**src/rtl/butterfly_unit.sv**
```systemverilog
// Radix-2 DIT butterfly: ApWB = A + W*B, AnWB = A - W*B on packed {real, imag}
// Q1.(HALF-1) words, two-stage pipeline (products, then sum/saturate).
module butterfly_unit #(
   parameter int WIDTH = 36
) (
   input  logic             clock,
   input  logic             reset,
   input  logic             in_valid,
   input  logic [WIDTH-1:0] A,
   input  logic [WIDTH-1:0] B,
   input  logic [WIDTH-1:0] W,
   output logic [WIDTH-1:0] ApWB,
   output logic [WIDTH-1:0] AnWB,
   output logic             out_valid
);

   localparam int HALF = WIDTH / 2;
   localparam int PW   = 2 * HALF;

   logic signed [HALF-1:0] wr, wi, br, bi;
   logic signed [PW-1:0]   p_rr_next, p_ii_next, p_ri_next, p_ir_next;
   logic signed [PW-1:0]   p_rr_reg, p_ii_reg, p_ri_reg, p_ir_reg;
   logic [WIDTH-1:0]       a_reg;
   logic                   v1_reg;

   assign wr = W[WIDTH-1:HALF];
   assign wi = W[HALF-1:0];
   assign br = B[WIDTH-1:HALF];
   assign bi = B[HALF-1:0];

   assign p_rr_next = PW'(wr) * PW'(br);
   assign p_ii_next = PW'(wi) * PW'(bi);
   assign p_ri_next = PW'(wr) * PW'(bi);
   assign p_ir_next = PW'(wi) * PW'(br);

   always_ff @(posedge clock or negedge reset) begin
      if (!reset) begin
         v1_reg   <= 1'b0;
         a_reg    <= '0;
         p_rr_reg <= '0;
         p_ii_reg <= '0;
         p_ri_reg <= '0;
         p_ir_reg <= '0;
      end else begin
         v1_reg <= in_valid;
         if (in_valid) begin
            a_reg    <= A;
            p_rr_reg <= p_rr_next;
            p_ii_reg <= p_ii_next;
            p_ri_reg <= p_ri_next;
            p_ir_reg <= p_ir_next;
         end
      end
   end

   // One extra bit holds the product sum/difference exactly; slicing off the
   // low HALF-1 bits is the floor shift, leaving a HALF+2 bit unsaturated W*B.
   logic signed [PW:0]     wb_re_full, wb_im_full;
   logic signed [HALF+1:0] wb [2];
   logic                   unused_lsbs;

   assign wb_re_full  = (PW+1)'(p_rr_reg) - (PW+1)'(p_ii_reg);
   assign wb_im_full  = (PW+1)'(p_ri_reg) + (PW+1)'(p_ir_reg);
   assign wb[1]       = wb_re_full[PW:HALF-1];
   assign wb[0]       = wb_im_full[PW:HALF-1];
   assign unused_lsbs = ^{wb_re_full[HALF-2:0], wb_im_full[HALF-2:0]};

   // In range only when the top four bits all equal the sign bit.
   function automatic logic [HALF-1:0] sat(input logic signed [HALF+2:0] s);
      if (s[HALF+2:HALF-1] == {4{s[HALF+2]}})
         return s[HALF-1:0];
      else if (s[HALF+2])
         return {1'b1, {(HALF-1){1'b0}}};
      else
         return {1'b0, {(HALF-1){1'b1}}};
   endfunction

   logic [WIDTH-1:0] ap_next, an_next;

   // Index 1 is the real component, index 0 the imaginary one.
   generate
      for (genvar gi = 0; gi < 2; gi++) begin : g_comp
         logic signed [HALF-1:0] a_c;
         logic signed [HALF+2:0] s_p, s_n;

         assign a_c = a_reg[gi*HALF +: HALF];
         assign s_p = (HALF+3)'(a_c) + (HALF+3)'(wb[gi]);
         assign s_n = (HALF+3)'(a_c) - (HALF+3)'(wb[gi]);
         assign ap_next[gi*HALF +: HALF] = sat(s_p);
         assign an_next[gi*HALF +: HALF] = sat(s_n);
      end
   endgenerate

   always_ff @(posedge clock or negedge reset) begin
      if (!reset) begin
         out_valid <= 1'b0;
         ApWB      <= '0;
         AnWB      <= '0;
      end else begin
         out_valid <= v1_reg;
         if (v1_reg) begin
            ApWB <= ap_next;
            AnWB <= an_next;
         end
      end
   end

endmodule

```
**config.mk**
```make
export PLATFORM = sky130hd
export DESIGN_NAME = butterfly_unit
export DESIGN_NICKNAME = d
export VERILOG_FILES = /design/src/rtl/butterfly_unit.sv
export SDC_FILE = /design/constraint.sdc
export NUM_CORES = 2
export LEC_CHECK = 0
export CAP_MARGIN = 25
export CORE_MARGIN = 5
export CORE_UTILIZATION = 40
export DETAILED_ROUTE_END_ITERATION = 7
export PLACE_DENSITY = 0.67
export SYNTH_ARGS = -nofsm -noshare
export SYNTH_HDL_FRONTEND = slang
export SYNTH_SLANG_ARGS = --single-unit
```
**constraint.sdc**
```tcl
create_clock -name clock -period 4.9 [get_ports clock]
set_clock_uncertainty 0.1 [all_clocks]
set_input_delay 0.98 -clock clock [delete_from_list [all_inputs] [get_ports clock]]
set_output_delay 0.98 -clock clock [all_outputs]
set_load 0.02 [all_outputs]
```
Signal wires by layer:
(1 px per um)
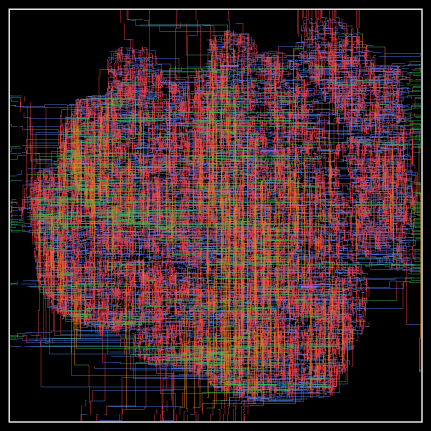
layer	color	wire length
M2	red	102 mm
M4	orange	15000 um
M3	green	21.4 mm
M1	blue	87.4 mm
M5	purple	67.2 um
final wirelength: 226000 um
Routed wire per std cell: 21.3 um

Cells colored by class:
(1 px per um) Fill, decap, tap and diode cells in gray.
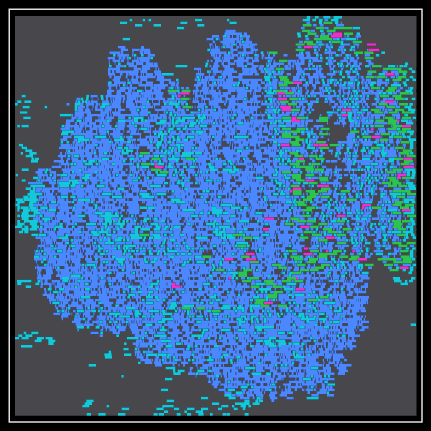
class	color	cells
registers	green	254
remaining buffers and delay cells	cyan	1679
clock drivers and dummy loads	magenta	61
remaining logic cells	blue	6435
core area: 160000 um^2
fin util: 0.560

==> results.sh <==
# implementation run metrics
export IMPL_logic_area_um2=55700
export IMPL_rsz0062_at_grt="true"
export IMPL_crit_end="p_ii_reg[35]$_DFFE_PN0P_"
export IMPL_logic_gate_count=4835
export IMPL_placed_area_um2=78500
export IMPL_critPathMaxFanout=5
export IMPL_synthAoiAreaFrac=0.0759
export IMPL_cp_common_cell="fa_1"
export IMPL_worst_slack_ns=-1.77
export IMPL_critPathArrivalTime_ns=6.98
export IMPL_max_freq_mhz=150
export IMPL_signal_buffers=1679
export IMPL_area_leaders="fa_1 (41%), ha_1 (10%), dfrtp_1 (9.9%), inv_1 (9.3%), and2_1 (6.3%)"
export IMPL_grt_pass1_vias=60100
export IMPL_synthAdderAreaFrac=0.512
export IMPL_async_reset_ff_frac=1.00
export IMPL_clockNetworkAreaShare=0.0136
export IMPL_grt_pass1_wl_um=345000
export IMPL_crit_buf_inv=6
export IMPL_vias=54600
export IMPL_detailedRoute_firstPassIterationCount=6
export IMPL_seq_area_um2=6360
export IMPL_ys_warn_count=0
export IMPL_place_ws_ns=-2.83
export IMPL_warning_count=76
export IMPL_h_tree_depth=2
export IMPL_die_w_um=411
export IMPL_cts_tree="built"
export IMPL_final_cell_mix="inv_1 (1432), fa_1 (1199), buf_4 (1078)"
export IMPL_grtUsageMet2=0.423
export IMPL_fill_cells=13200
export IMPL_tap_cells=2160
export IMPL_drc=0
export IMPL_met2_length_um=102000
export IMPL_ys_types=82
export IMPL_crit_required_ns=5.21
export IMPL_chipHeight_um=411
export IMPL_drtAntennaViolNets=0
export IMPL_final_setup_tns_ns=-166.13
export IMPL_inv_count=1600
export IMPL_numClockSinks=254
export IMPL_yosys_most_used_dff="dfrtp_1"
export IMPL_clock_buffer_count=43
export IMPL_syn_avg_cell_area_um2=9.17
export IMPL_path_depth=24
export IMPL_dpl_cell_count=10100
export IMPL_violations="negative setup slack"
export IMPL_crit_chain="buf_12 > buf_12 > and2_4 > fa_1 > inv_2 > fa_1 > fa_1 > inv_2 > fa_1 > fa_1 > inv_1 > fa_1 > inv_2 > ha_4 > a21oi_2 > o21ai_2 > or2_4 > o211ai_1 > a211o_1 > a31oi_4 > or4_1 > a31oi_1 > xnor2_1 > a21oi_1"
export IMPL_syn2layout_area_growth_pct=39.5
export IMPL_tightest_slew_ns=1.11
export IMPL_syn_inst=7025
export IMPL_finalSetupViolations=184
export IMPL_status="finished with violations"
export IMPL_crit_path_start="B[6]"
export IMPL_syn_area_um2=64400
export IMPL_wl_met1_um=87400
export IMPL_cp_top_family="adder cells"
export IMPL_root_buffer="clkbuf_16"
export IMPL_n_antenna_cell=13
export IMPL_io_pins=184
Routing congestion:
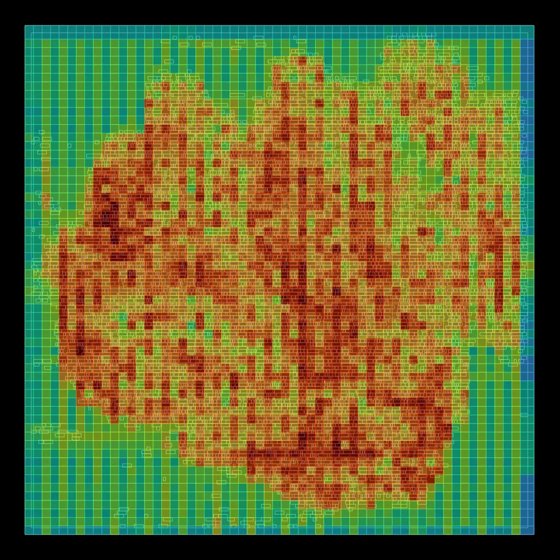
met1 usage: 0.335
grt met3 use: 0.0624
Top Usage Layer GRT: met2
GRT Total Usage: 0.264

